==> src/rtl/latency_pipe_pkg.sv <==
// Shared constants and pointer helpers for the latency_pipe delay line.
package latency_pipe_pkg;

  // Ceiling log2, returns 0 for values of 0 or 1.
  function automatic int clog2(input int v);
    int r;
    int x;
    r = 0;
    x = v - 1;
    while (x > 0) begin
      r = r + 1;
      x = x >> 1;
    end
    return r;
  endfunction

  // Default depth and the matching width of the latency port.
  localparam int NMAX_DEF = 16;
  localparam int LW = clog2(NMAX_DEF + 1);

  // Circular increment over n slots.
  function automatic int wrap_inc(input int p, input int n);
    return (p >= n - 1) ? 0 : p + 1;
  endfunction

  // (a - b) mod n, valid for 0 <= a < n and 0 <= b <= n.
  function automatic int mod_sub(input int a, input int b, input int n);
    return (a >= b) ? (a - b) : (a + n - b);
  endfunction

endpackage

==> src/rtl/latency_pipe_if.sv <==
// Data/control bundle between a producer and the latency_pipe delay line.
interface latency_pipe_if #(
  parameter int C  = 2,
  parameter int B  = 8,
  parameter int LW = 5
);
  logic            clk_en;
  logic            flush;
  logic [LW-1:0]   lat;
  logic [C*B-1:0]  din;
  logic            din_valid;
  logic [C*B-1:0]  dout;
  logic            dout_valid;
  logic            primed;
  logic            lat_err;

  modport master (
    output clk_en, flush, lat, din, din_valid,
    input  dout, dout_valid, primed, lat_err
  );

  modport slave (
    input  clk_en, flush, lat, din, din_valid,
    output dout, dout_valid, primed, lat_err
  );
endinterface

==> src/rtl/latency_pipe_dly_ring_mem.sv <==
// Slot storage for the delay line: one write port, one combinational read
// port, and a bulk clear of every valid bit that leaves the data untouched.
module dly_ring_mem #(
  parameter int N  = 16,
  parameter int W  = 16,
  parameter int PW = 4
) (
  input  logic          clk,
  input  logic          rstn,
  input  logic          we,
  input  logic [PW-1:0] waddr,
  input  logic [W-1:0]  wdata,
  input  logic          wvalid,
  input  logic          clr,
  input  logic [PW-1:0] raddr,
  output logic [W-1:0]  rdata,
  output logic          rvalid
);

  logic [W-1:0] data_q [N];
  logic [N-1:0] valid_q;

  // Clear runs first so a write in the same cycle lands as the first fresh sample.
  always_ff @(posedge clk) begin
    if (!rstn) begin
      for (int i = 0; i < N; i++) data_q[i] <= '0;
      valid_q <= '0;
    end else begin
      if (clr) valid_q <= '0;
      if (we) begin
        data_q[waddr]  <= wdata;
        valid_q[waddr] <= wvalid;
      end
    end
  end

  assign rdata  = data_q[raddr];
  assign rvalid = valid_q[raddr];

endmodule

==> src/rtl/latency_pipe.sv <==
// Programmable-latency, multi-channel delay line built on a circular slot
// array. Any latency change or flush drops everything in flight.
module latency_pipe #(
  parameter int NMAX    = 16,
  parameter int C       = 2,
  parameter int B       = 8,
  parameter int LAT_DEF = 2
) (
  input logic          clk,
  input logic          rstn,
  latency_pipe_if.slave bus
);
  import latency_pipe_pkg::*;

  localparam int LW = clog2(NMAX + 1);
  localparam int PW = (NMAX > 1) ? clog2(NMAX) : 1;

  logic [PW-1:0]  wptr;
  logic [PW-1:0]  rptr;
  logic [LW-1:0]  lat_q;
  logic [LW-1:0]  lat_c;
  logic [LW-1:0]  fill;
  logic           lat_over;
  logic           lat_chg;
  logic           inval;
  logic           lat_err_q;
  logic [C*B-1:0] rdata;
  logic           rvalid;
  logic [C*B-1:0] dout_c;
  logic           dout_valid_c;

  assign lat_over = bus.lat > LW'(NMAX);
  assign lat_c    = lat_over ? LW'(NMAX) : bus.lat;
  assign lat_chg  = lat_c != lat_q;
  assign inval    = bus.flush | lat_chg;
  assign rptr     = PW'(mod_sub(int'(wptr), int'(lat_q), NMAX));

  // Latency capture, sticky range error, write pointer and fill count.
  always_ff @(posedge clk) begin
    if (!rstn) begin
      wptr      <= '0;
      fill      <= '0;
      lat_q     <= LW'(LAT_DEF);
      lat_err_q <= 1'b0;
    end else begin
      lat_q <= lat_c;
      if (lat_over) lat_err_q <= 1'b1;
      if (bus.clk_en) wptr <= PW'(wrap_inc(int'(wptr), NMAX));
      if (inval) fill <= bus.clk_en ? LW'(1) : '0;
      else if (bus.clk_en && (fill != LW'(NMAX))) fill <= fill + 1'b1;
    end
  end

  dly_ring_mem #(
    .N  (NMAX),
    .W  (C*B),
    .PW (PW)
  ) u_mem (
    .clk    (clk),
    .rstn   (rstn),
    .we     (bus.clk_en),
    .waddr  (wptr),
    .wdata  (bus.din),
    .wvalid (bus.din_valid),
    .clr    (inval),
    .raddr  (rptr),
    .rdata  (rdata),
    .rvalid (rvalid)
  );

  // Zero latency bypasses the array; otherwise data is masked by its valid bit.
  always_comb begin
    dout_c       = '0;
    dout_valid_c = 1'b0;
    if (lat_q == '0) begin
      dout_c       = bus.din;
      dout_valid_c = bus.din_valid;
    end else begin
      dout_valid_c = rvalid;
      dout_c       = rvalid ? rdata : '0;
    end
  end

  assign bus.dout       = dout_c;
  assign bus.dout_valid = dout_valid_c;
  assign bus.primed     = fill >= lat_q;
  assign bus.lat_err    = lat_err_q;

endmodule

==> src/flat_wrapper.sv <==
// flat-port wrapper written by rule: the top's interface ports become plain ports
module latency_pipe_flat import latency_pipe_pkg::*;
#(
  parameter int NMAX    = 16,
  parameter int C       = 2,
  parameter int B       = 8,
  parameter int LAT_DEF = 2
)
  (clk, rstn, bus_clk_en, bus_flush, bus_lat, bus_din, bus_din_valid, bus_dout, bus_dout_valid, bus_primed, bus_lat_err);
  latency_pipe_if #(.C(C), .B(B), .LW(5)) bus_i ();
  input logic clk;
  input logic rstn;
  input wire logic [$bits(bus_i.clk_en)-1:0] bus_clk_en;
  input wire logic [$bits(bus_i.flush)-1:0] bus_flush;
  input wire logic [$bits(bus_i.lat)-1:0] bus_lat;
  input wire logic [$bits(bus_i.din)-1:0] bus_din;
  input wire logic [$bits(bus_i.din_valid)-1:0] bus_din_valid;
  output wire logic [$bits(bus_i.dout)-1:0] bus_dout;
  output wire logic [$bits(bus_i.dout_valid)-1:0] bus_dout_valid;
  output wire logic [$bits(bus_i.primed)-1:0] bus_primed;
  output wire logic [$bits(bus_i.lat_err)-1:0] bus_lat_err;
  assign bus_i.clk_en = bus_clk_en;
  assign bus_i.flush = bus_flush;
  assign bus_i.lat = bus_lat;
  assign bus_i.din = bus_din;
  assign bus_i.din_valid = bus_din_valid;
  assign bus_dout = bus_i.dout;
  assign bus_dout_valid = bus_i.dout_valid;
  assign bus_primed = bus_i.primed;
  assign bus_lat_err = bus_i.lat_err;
  latency_pipe #(.NMAX(NMAX), .C(C), .B(B), .LAT_DEF(LAT_DEF)) u_core (.clk(clk), .rstn(rstn), .bus(bus_i));
endmodule
==> config.mk <==
export PLATFORM = sky130hd
export DESIGN_NAME = latency_pipe_flat
export DESIGN_NICKNAME = d
export VERILOG_FILES = /design/src/rtl/latency_pipe_pkg.sv /design/src/rtl/latency_pipe_if.sv /design/src/rtl/latency_pipe_dly_ring_mem.sv /design/src/rtl/latency_pipe.sv /design/src/flat_wrapper.sv
export SDC_FILE = /design/constraint.sdc
export NUM_CORES = 1
export LEC_CHECK = 0
export CORE_AREA = 4 4 189 191
export CTS_BUF_LIST = sky130_fd_sc_hd__clkbuf_16
export CTS_CLUSTER_DIAMETER = 120
export DETAILED_ROUTE_END_ITERATION = 16
export DIE_AREA = 0 0 193 195
export DONT_BUFFER_PORTS = 1
export GPL_TIMING_DRIVEN = 0
export HOLD_SLACK_MARGIN = 0.02
export PLACE_DENSITY = 0.55
export SYNTH_ARGS = -nofsm -noshare
export SYNTH_HDL_FRONTEND = slang
export SYNTH_HIERARCHICAL = 1
export SYNTH_SLANG_ARGS = --single-unit
==> constraint.sdc <==
create_clock -name clk -period 3.4 [get_ports clk]
set_input_delay 0.51 -clock clk [delete_from_list [all_inputs] [get_ports clk]]
set_output_delay 0.51 -clock clk [all_outputs]
set_load 0.05 [all_outputs]
run_1/cell_density.png
19 x 20 tiles, from white (low) to dark blue (high), 0 to 100% covered.
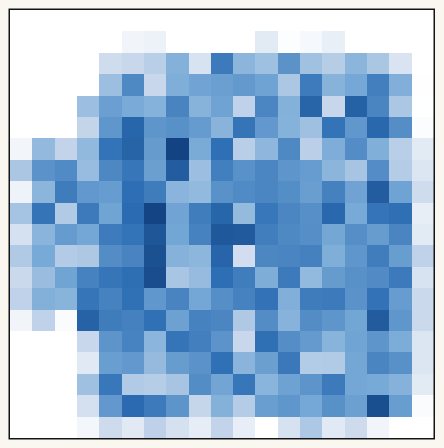
mean over tiles: 42%
densest ninth of the die: centre
nearly empty tiles: 18%
tiles over 75% full: 6.1%

run_1/sizes.png
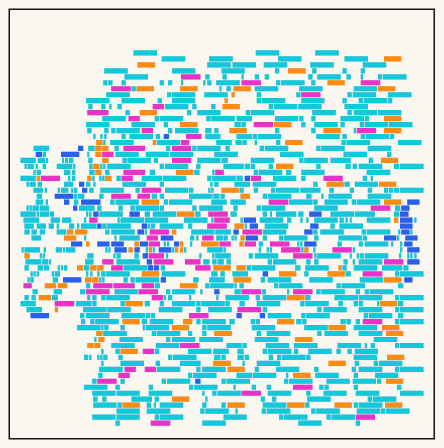
legend:
  magenta:
    size: _6 and larger
    cells: 74
    most_used: clkbuf_16
  blue:
    size: _3 and _4 cells
    cells: 57
    most_used: buf_4
  orange:
    size: _2 cells
    cells: 105
    most_used: mux4_2
  cyan:
    size: _0 and _1 cells
    cells: 814
    most_used: and2_1

run_1/detail.png
Window x 135 to 155, y 136 to 156 µm. Cells in grey, sequential cells in the stronger grey; small squares are vias.
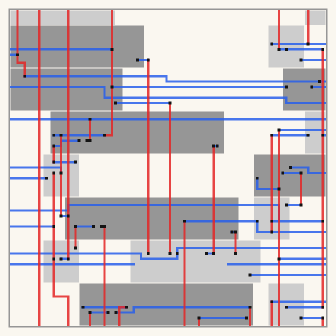
legend:
  blue:
    layer: metal 1
  red:
    layer: metal 2
most frequent: and2_1 (6), edfxtp_1 (5), mux4_2 (1)
sequential cells in the window: 5
netlist names of flops here include: `u_core/u_mem/data_q` (5)
cells with their middle in the window: 12

==> summary.txt, run 1 <==
run results: status complete, but fails checks, failing checks negative setup slack, CTS Sinks 287, Tmin final 3.53 ns, largest net degree at the start of global routing 17, Worst Reg-to-Reg Cells 6, Worst-Margin Slew 0.876 ns, Worst Setup SP u_core/wptr[0], main flop type edfxtp_1, Synth top cell by count and2_1, RSZ-0062 raised after global routing yes, XOR-XNOR Cells, Area Fraction 0.00639, Final Wtd Congestion 0.773, Top cells by area edfxtp_1 (57%), and2_1 (12%), mux4_2 (9.7%), dfxtp_1 (4.6%), mux4_1 (1.9%), most instantiated logic cells after routing and2_1 (260), edfxtp_1 (256), mux4_2 (58), comb area leader simple AND/OR/NAND/NOR gates, clk tree area frac 0.0652, setup violators final 17, flop2flop setup slack 1.01 ns, area post-placement 14600 µm², fin util 0.474, Tightest Hold Check Type input port to flip-flop, yosys aoi share 0.0515, GRT Residual Overflow 0, max cap viols 0, Yosys Chip Area 13500 µm², crit path max fanout 9, Ys Warns 6, H-Tree Depth 2, biggest regs u_core/u_mem/data_q (256), u_core/u_mem/valid_q (16), area fraction in mux cells 0.118, switch share 0.245, worst r2r dst u_core/u_mem/data_q[0][12], design area 16200 µm², Multi-input gate area 5200 µm², gr usage total 0.189, Post-Synth Adder-Cell Area 0.0126, FFs w/ async S/R, synth 0, DP Cell Count 1428, Core Region 34100 µm², gr busiest metal met2, worst hold slack 0.0931 ns, syn avg cell area 14.1 µm², I/O Pins 45, PnR worst setup slack -0.127 ns, VDD IR max 0.323 mV, Layout Skew 0.0273 ns, Comb area share 0.321, cell leakage power 6.03 nW, Storage cell area 8320 µm², critical path launch point type flip-flop, Area growth, synth to finish 19.8%, CP endpoint kind output port, Setup TNS -1.71 ns, clock latency on the worst-skew pair 0.52 ns, Hold Startpoint rstn, Internal 6.46 mW, die area 37600 µm², CP Depth 11, Detailed Routing Iterations Pass 1 5, Commonest Layout Cell and2_1, top cells by count and2_1 (261), edfxtp_1 (256), mux4_2 (58), nand2_1 (54), clkbuf_1 (51), mi-comb count 584, Seq power 4.01 mW, met1 Track Usage GR 0.253, EDFF count, synth 256, Hold Crit Depth 1, Final Max Slew Viols 0, Max Used Layer met5, most frequent CP cell inv_4, Syn Inst Count 957, antenna-violating nets left 0, Seq pwr share 0.468, met2 usage 0.317, Synth Seq Share 0.615, max reg flops 256, sw power 2.10 mW, CTS tree built, Hold Vio Cnt, Final 0, Data buffer area share 0.0596, FFs & Latches 287, met3 Resource Use GR 0.0386, DRC viols 0, total power draw 8.56 mW, vias in the first global route 8324, width of the chip 193 µm, Top pwr grp sequential cells, Finished Layout Cells 1505, Critical-path top delay cell fa_1, drt wl/cell 23.5 µm, Post-CTS Hold Buffers 0, comb pwr 1.12 mW, cell area after synthesis 13500 µm², clock buffer count from CTS 34, non-clock buffer count 102, Setup WS pre-CTS -1.00 ns, hpwl dp 24.1 mm, cell total in the yosys stat output 957, Critical Path AT 3.02 ns, PD cells 529 nW/µm², PortBufs 0, met2 WL post-DR 17.6 mm, CP cell instances inv_4 -> ha_4 -> fa_1 -> inv_4 -> clkbuf_16 -> buf_12 -> mux4_2 -> a22oi_1 -> nand2_1 -> nand2_4 -> o21ai_4, Nets 1064, initial antenna violation count 2, clock buffer count 35, final wirelength 35.3 mm, root buffer cell clkbuf_16, part of the power in combinational logic 0.131, post-cts gate resize count 85
run_1/placement.png
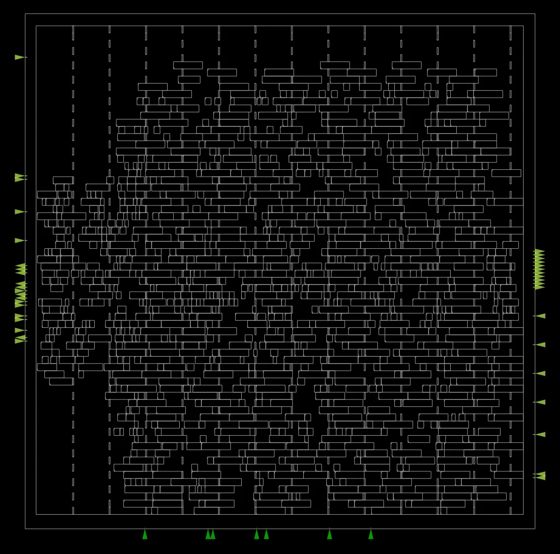

## Run 2: what changed since run 1
Settings changed: SLEW_MARGIN from default to 10.
run_2/placement.png
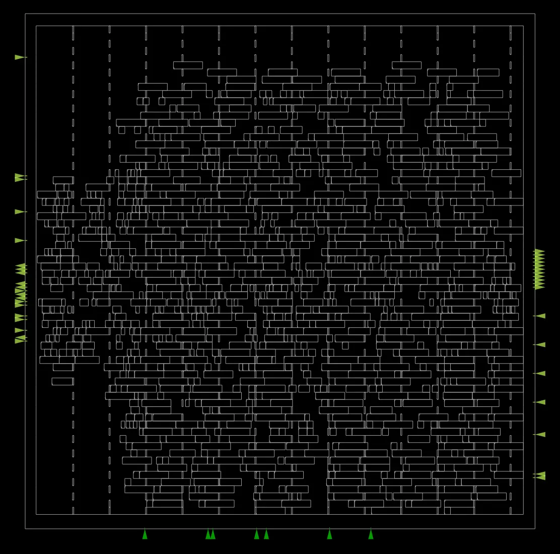
Core Region: 34100 µm²
flop share of the area: 0.514
Row Count: 68

run_2/io_placement.png
Bar = 50 µm. Pins as bars across the die edge, other pins in grey.
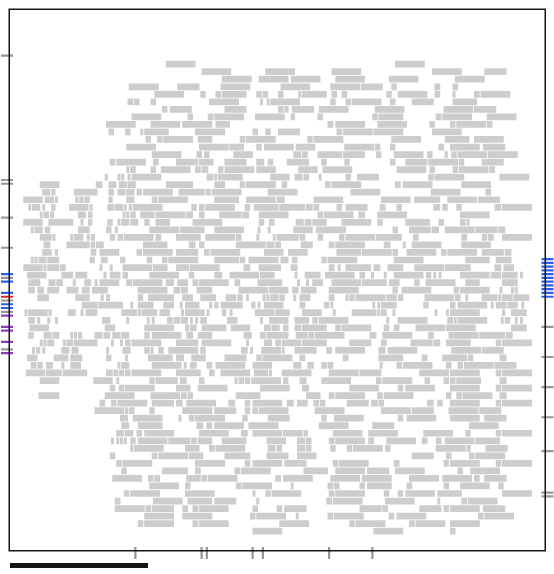
legend:
  blue:
    port: `bus_dout`
    pins: 16
    direction: output
    edge: 11 right, 5 left
  red:
    port: `bus_dout_valid`
    pins: 1
    direction: output
    edge: left
  purple:
    port: `bus_lat`
    pins: 5
    direction: input
    edge: left
all pins by edge: 20 left, 18 right, 7 bottom
width of the chip: 193 µm
PortBufs: 0
die height: 195 µm

==> run 2 against run 1 <==
  * The flow still finishes with violations (negative setup slack)
  * Die area stayed put
  * Critical path depth is 2 higher
  * Non-clock buffer count is 2 lower
  * Worst hold slack better by 0.0097 ns
  * Critical path type unchanged
==> summary.txt, run 2 <==
run results: status complete, but fails checks (unchanged), failing checks negative setup slack (unchanged), vias in the first global route 8346 (was 8324), clock latency on the worst-skew pair 0.50 ns (was 0.52 ns), I/O Pins 45 (unchanged), root buffer cell clkbuf_16 (unchanged), Hold Crit Depth 1 (unchanged), Tmin final 3.56 ns (was 3.53 ns), Worst Setup SP u_core/wptr[0] (unchanged), die area 37600 µm² (unchanged), PD cells 532 nW/µm² (was 529 nW/µm²), area fraction in mux cells 0.118 (unchanged), yosys aoi share 0.0515 (unchanged), area post-placement 14500 µm² (was 14600 µm²), setup violators final 17 (unchanged), Seq pwr share 0.466 (was 0.468), fin util 0.474 (about the same), top cells by count and2_1 (261), edfxtp_1 (256), mux4_2 (58), nand2_1 (54), clkbuf_1 (51) (unchanged), clock buffer count from CTS 34 (unchanged), max reg flops 256 (unchanged), initial antenna violation count 0 (was 2), Critical-path top delay cell fa_1 (unchanged), flop2flop setup slack 1.04 ns (was 1.01 ns), Commonest Layout Cell and2_1 (unchanged), Worst-Margin Slew 0.901 ns (was 0.876 ns), Seq power 4.01 mW (about the same), hpwl dp 23.9 mm (was 24.1 mm), Internal 6.53 mW (was 6.46 mW), design area 16200 µm² (about the same), PnR worst setup slack -0.157 ns (was -0.127 ns), DRC viols 0 (unchanged), Setup TNS -2.15 ns (was -1.71 ns), EDFF count, synth 256 (unchanged), CP Depth 13 (was 11), Hold Vio Cnt, Final 0 (unchanged), most instantiated logic cells after routing and2_1 (260), edfxtp_1 (256), mux4_2 (58) (unchanged), Worst Reg-to-Reg Cells 5 (was 6), Setup WS pre-CTS -1.01 ns (was -1.00 ns), Top pwr grp sequential cells (unchanged), tool warning count 30 (unchanged), Detailed Routing Iterations Pass 1 5 (unchanged), FFs w/ async S/R, synth 0 (unchanged), crit path max fanout 5 (was 9), biggest regs u_core/u_mem/data_q (256), u_core/u_mem/valid_q (16) (unchanged), CP cell instances inv_4 -> ha_4 -> fa_1 -> inv_4 -> buf_12 -> buf_12 -> mux4_2 -> a22oi_2 -> nand2_2 -> buf_8 -> clkbuf_16 -> nand2_4 -> o21ai_4 (was inv_4 -> ha_4 -> fa_1 -> inv_4 -> clkbuf_16 -> buf_12 -> mux4_2 -> a22oi_1 -> nand2_1 -> nand2_4 -> o21ai_4), met2 usage 0.317 (about the same), P_clk 3.48 mW (was 3.43 mW), Synth top cell by count and2_1 (unchanged), part of the power in combinational logic 0.130 (was 0.131), Tightest Hold Check Type input port to flip-flop (unchanged), Top cells by area edfxtp_1 (57%), and2_1 (12%), mux4_2 (9.7%), dfxtp_1 (4.6%), mux4_1 (1.9%) (unchanged), CTS Sinks 287 (unchanged), cell area after synthesis 13500 µm² (unchanged), syn avg cell area 14.1 µm² (unchanged), cell total in the yosys stat output 957 (unchanged), Data buffer area share 0.0581 (was 0.0596), clock buffer count 35 (unchanged), Finished Layout Cells 1502 (was 1505), comb pwr 1.12 mW (about the same), non-clock buffer count 100 (was 102), H-Tree Depth 2 (unchanged), Syn Inst Count 957 (unchanged), Layout Skew 0.0214 ns (was 0.0273 ns), worst hold slack 0.103 ns (was 0.0931 ns), Hold Startpoint rstn (unchanged), Ys Warns 6 (unchanged), max cap viols 0 (unchanged), main flop type edfxtp_1 (unchanged), sw power 2.07 mW (was 2.10 mW), gr busiest metal met2 (unchanged), Nets 1062 (was 1064), Post-CTS Hold Buffers 0 (unchanged), RSZ-0062 raised after global routing yes (unchanged), switch share 0.241 (was 0.245), DP Cell Count 1428 (unchanged), dominant kind of cell by area sequential cells (unchanged), total power draw 8.61 mW (was 8.56 mW), final wirelength 35.1 mm (was 35.3 mm), Final Max Slew Viols 0 (unchanged), cell leakage power 6.06 nW (was 6.03 nW), Synth Seq Share 0.615 (unchanged), antenna-violating nets left 0 (unchanged), VDD IR max 0.311 mV (was 0.323 mV), GRT Residual Overflow 0 (unchanged), drt wl/cell 23.3 µm (was 23.5 µm), Max Used Layer met4 (was met5), mi-comb count 584 (unchanged), Area growth, synth to finish 19.8% (about the same), largest net degree at the start of global routing 16 (was 17), Comb area share 0.322 (was 0.321), Post-Synth Adder-Cell Area 0.0126 (unchanged), Yosys Chip Area 13500 µm² (unchanged), met2 WL post-DR 17.5 mm (was 17.6 mm), Multi-input gate area 5210 µm² (was 5200 µm²), Critical Path AT 3.05 ns (was 3.02 ns), clk tree area frac 0.0659 (was 0.0652), XOR-XNOR Cells, Area Fraction 0.00639 (unchanged), CP endpoint kind output port (unchanged), met3 Resource Use GR 0.0391 (was 0.0386), met1 Track Usage GR 0.248 (was 0.253), critical path launch point type flip-flop (unchanged), CTS tree built (unchanged)
run_2/detail.png
Window x 135 to 155, y 136 to 156 µm. Cells in grey, sequential cells in the stronger grey; small squares are vias.
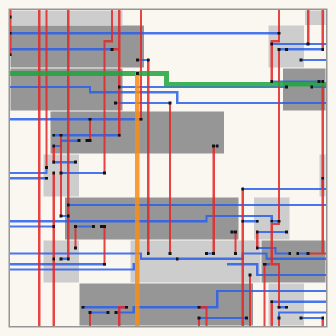
legend:
  red:
    layer: metal 2
  green:
    layer: metal 3
  orange:
    layer: metal 4
  blue:
    layer: metal 1
cells with their middle in the window: 11
netlist names of flops here include: `u_core/u_mem/data_q` (5)
most frequent: and2_1 (5), edfxtp_1 (5), mux4_2 (1)
sequential cells in the window: 5

run_2/cell_density.png
19 x 20 tiles, from white (low) to dark blue (high), 0 to 100% covered.
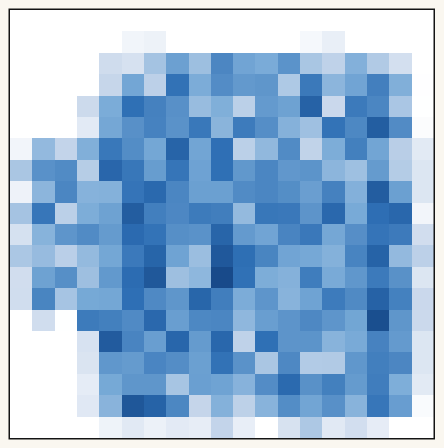

## Run 3: what changed since run 2
Settings changed: PLACE_DENSITY 0.55 to default.
run_3/cell_density.png
19 x 20 tiles, from white (low) to dark blue (high), 0 to 100% covered.
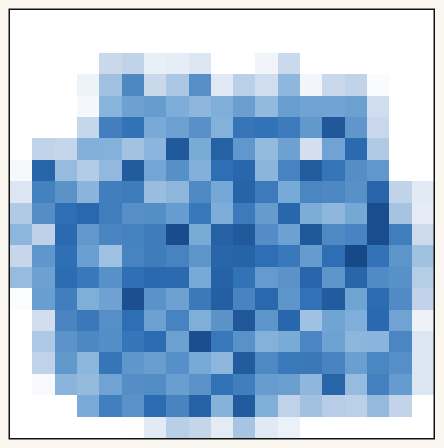
nearly empty tiles: 24%
densest ninth of the die: centre
tiles over 75% full: 12%
fullest tile: 90%
mean over tiles: 41%
fin util: 0.468
FP Core Util: 0.396

run_3/detail.png
Window x 135 to 155, y 136 to 156 µm. Cells in grey, sequential cells in the stronger grey; small squares are vias.
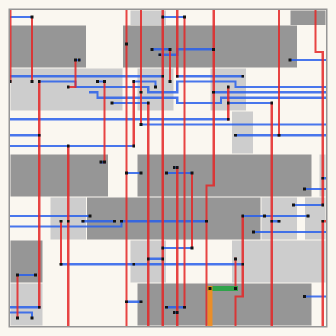
legend:
  red:
    layer: metal 2
  blue:
    layer: metal 1
  orange:
    layer: metal 4
  green:
    layer: metal 3
sequential cells in the window: 5
cells with their middle in the window: 14
netlist names of flops here include: `u_core/u_mem/data_q` (5)
most frequent: and2_1 (6), edfxtp_1 (5)

==> run 3 against run 2 <==
  * Worst hold slack lost 0.056 ns
  * Power fell by 4.9%
  * Global-route usage grew 0.58 points
  * The run still ends with negative setup slack left
  * Setup slack worse by 0.12 ns
  * Utilization decreased by 0.62 points
  * Sequential share of layout area up 0.69 points
  * Critical path type unchanged
  * Non-clock buffer count rose by 5
  * Critical endpoint is now bus_dout[10]
  * Maximum frequency down 3.3%
  * Via count up 3.5%
  * Final cell count grew 0.13%
  * Clock skew fell by 0.013 ns
==> summary.txt, run 3 <==
run results: design area 16000 µm² (was 16200 µm²), metal1 wirelength 14.6 mm (was 14.8 mm), Worst Reg-to-Reg Cells 5 (unchanged), crit path max fanout 5 (unchanged), Hold Startpoint rstn (unchanged), main flop type edfxtp_1 (unchanged), switch share 0.249 (was 0.241), CP Depth 13 (unchanged), flop share of the area 0.521 (was 0.514), Final Max Slew Viols 0 (unchanged), VDD IR max 0.402 mV (was 0.311 mV), Hold Vio Cnt, Final 0 (unchanged), failing checks negative setup slack (unchanged), CP endpoint kind output port (unchanged), Initial DRC Count 812 (was 600), dominant kind of cell by area sequential cells (unchanged), Worst Setup SP u_core/lat_q[1] (was u_core/wptr[0]), gr busiest metal met2 (unchanged), biggest regs u_core/u_mem/data_q (256), u_core/u_mem/valid_q (16) (unchanged), setup violators final 17 (unchanged), largest net degree at the start of global routing 15 (was 16), Setup WS pre-CTS -1.13 ns (was -1.01 ns), Top cells by area edfxtp_1 (57%), and2_1 (12%), mux4_2 (9.7%), dfxtp_1 (4.6%), mux4_1 (1.9%) (unchanged), mi-comb count 584 (unchanged), PD cells 513 nW/µm² (was 532 nW/µm²), part of the power in combinational logic 0.139 (was 0.130), Seq pwr share 0.490 (was 0.466), CTS Sinks 287 (unchanged), Tmin final 3.68 ns (was 3.56 ns), H-Tree Depth 1 (was 2), worst hold slack 0.0470 ns (was 0.103 ns), status complete, but fails checks (unchanged), Tightest Hold Check Type input port to flip-flop (unchanged), met2 usage 0.322 (was 0.317), fill count 2969 (was 3022), GRT Residual Overflow 0 (unchanged), Final Wtd Congestion 0.822 (was 0.773), root buffer cell clkbuf_16 (unchanged), Yosys Chip Area 13500 µm² (unchanged), FFs & Latches 287 (unchanged), Worst-Margin Slew 0.895 ns (was 0.901 ns), DP Cell Count 1428 (unchanged), XOR-XNOR Cells, Area Fraction 0.00639 (unchanged), Synth Seq Share 0.615 (unchanged), met3 Resource Use GR 0.0467 (was 0.0391), width of the chip 193 µm (unchanged), Layout Skew 0.00791 ns (was 0.0214 ns), clock buffer count 31 (was 35), Synth top cell by count and2_1 (unchanged), PortBufs 0 (unchanged), comb area leader simple AND/OR/NAND/NOR gates (unchanged), most instantiated logic cells after routing and2_1 (260), edfxtp_1 (256), mux4_2 (58) (unchanged), cell leakage power 5.93 nW (was 6.06 nW), Post-CTS Hold Buffers 0 (unchanged), P_clk 3.04 mW (was 3.48 mW), total power draw 8.19 mW (was 8.61 mW), cell total in the yosys stat output 957 (unchanged), post-cts gate resize count 96 (was 84), comb pwr 1.14 mW (was 1.12 mW), met2 WL post-DR 18.1 mm (was 17.5 mm), Finished Layout Cells 1504 (was 1502), critical path launch point type flip-flop (unchanged), Floorplan Nets 996 (unchanged), clock buffer count from CTS 31 (was 34), antenna-violating nets left 0 (unchanged), Fmax 272 MHz (was 281 MHz), Internal 6.14 mW (was 6.53 mW), area fraction in mux cells 0.118 (unchanged), Core Region 34100 µm² (unchanged), cell area after synthesis 13500 µm² (unchanged), Critical-path top delay cell o21ai_4 (was fa_1), drt wl/cell 24.2 µm (was 23.3 µm), CP cell instances inv_1 -> ha_1 -> a21o_1 -> a21oi_4 -> xnor2_4 -> nor2b_4 -> clkbuf_8 -> a22oi_2 -> nand2_2 -> buf_8 -> buf_8 -> nand2_2 -> o21ai_4 (was inv_4 -> ha_4 -> fa_1 -> inv_4 -> buf_12 -> buf_12 -> mux4_2 -> a22oi_2 -> nand2_2 -> buf_8 -> clkbuf_16 -> nand2_4 -> o21ai_4), tool warning count 30 (unchanged), Storage cell area 8320 µm² (about the same), max reg flops 256 (unchanged), Detailed Routing Iterations Pass 1 5 (unchanged), Setup TNS -3.59 ns (was -2.15 ns), FFs w/ async S/R, synth 0 (unchanged), I/O Pins 45 (unchanged), Commonest Layout Cell and2_1 (unchanged), vias in the first global route 8494 (was 8346), final wirelength 36.4 mm (was 35.1 mm), met1 Track Usage GR 0.259 (was 0.248), Top pwr grp sequential cells (unchanged), hpwl dp 24.3 mm (was 23.9 mm), PnR worst setup slack -0.279 ns (was -0.157 ns), worst r2r dst u_core/u_mem/data_q[1][12] (was u_core/u_mem/data_q[4][4]), initial antenna violation count 0 (unchanged), Post-Synth Adder-Cell Area 0.0126 (unchanged), Hold Crit Depth 1 (unchanged), area post-placement 14500 µm² (about the same), Max Used Layer met4 (unchanged), die height 195 µm (unchanged), sw power 2.04 mW (was 2.07 mW), Row Count 68 (unchanged), flop2flop setup slack 0.81 ns (was 1.04 ns), gr usage total 0.194 (was 0.188), Comb area share 0.328 (was 0.322), EDFF count, synth 256 (unchanged), Multi-input gate area 5240 µm² (was 5210 µm²), syn avg cell area 14.1 µm² (unchanged), RSZ-0062 raised after global routing yes (unchanged), Ys Warns 6 (unchanged), max cap viols 0 (unchanged), clk tree area frac 0.0570 (was 0.0659), Nets 1064 (was 1062), Area growth, synth to finish 18.2% (was 19.8%), die area 37600 µm² (unchanged), Data buffer area share 0.0539 (was 0.0581), DRC viols 0 (unchanged), top cells by count and2_1 (261), edfxtp_1 (256), mux4_2 (58), nand2_1 (54), clkbuf_1 (51) (unchanged), Critical Path AT 3.17 ns (was 3.05 ns), non-clock buffer count 105 (was 100), clock latency on the worst-skew pair 0.55 ns (was 0.50 ns), Syn Inst Count 957 (unchanged), Seq power 4.01 mW (about the same), CTS tree built (unchanged)
run_3/io_placement.png
Bar = 50 µm. Pins as bars across the die edge, other pins in grey.
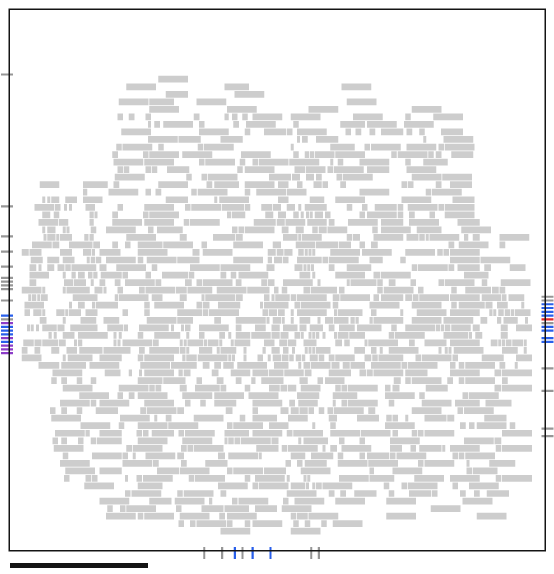
legend:
  red:
    port: `bus_dout_valid`
    pins: 1
    direction: output
    edge: right
  blue:
    port: `bus_dout`
    pins: 16
    direction: output
    edge: 8 right, 5 left, 3 bottom
  purple:
    port: `bus_lat`
    pins: 5
    direction: input
    edge: left
all pins by edge: 21 left, 16 right, 8 bottom

Power and IR drop assume default switching activity.
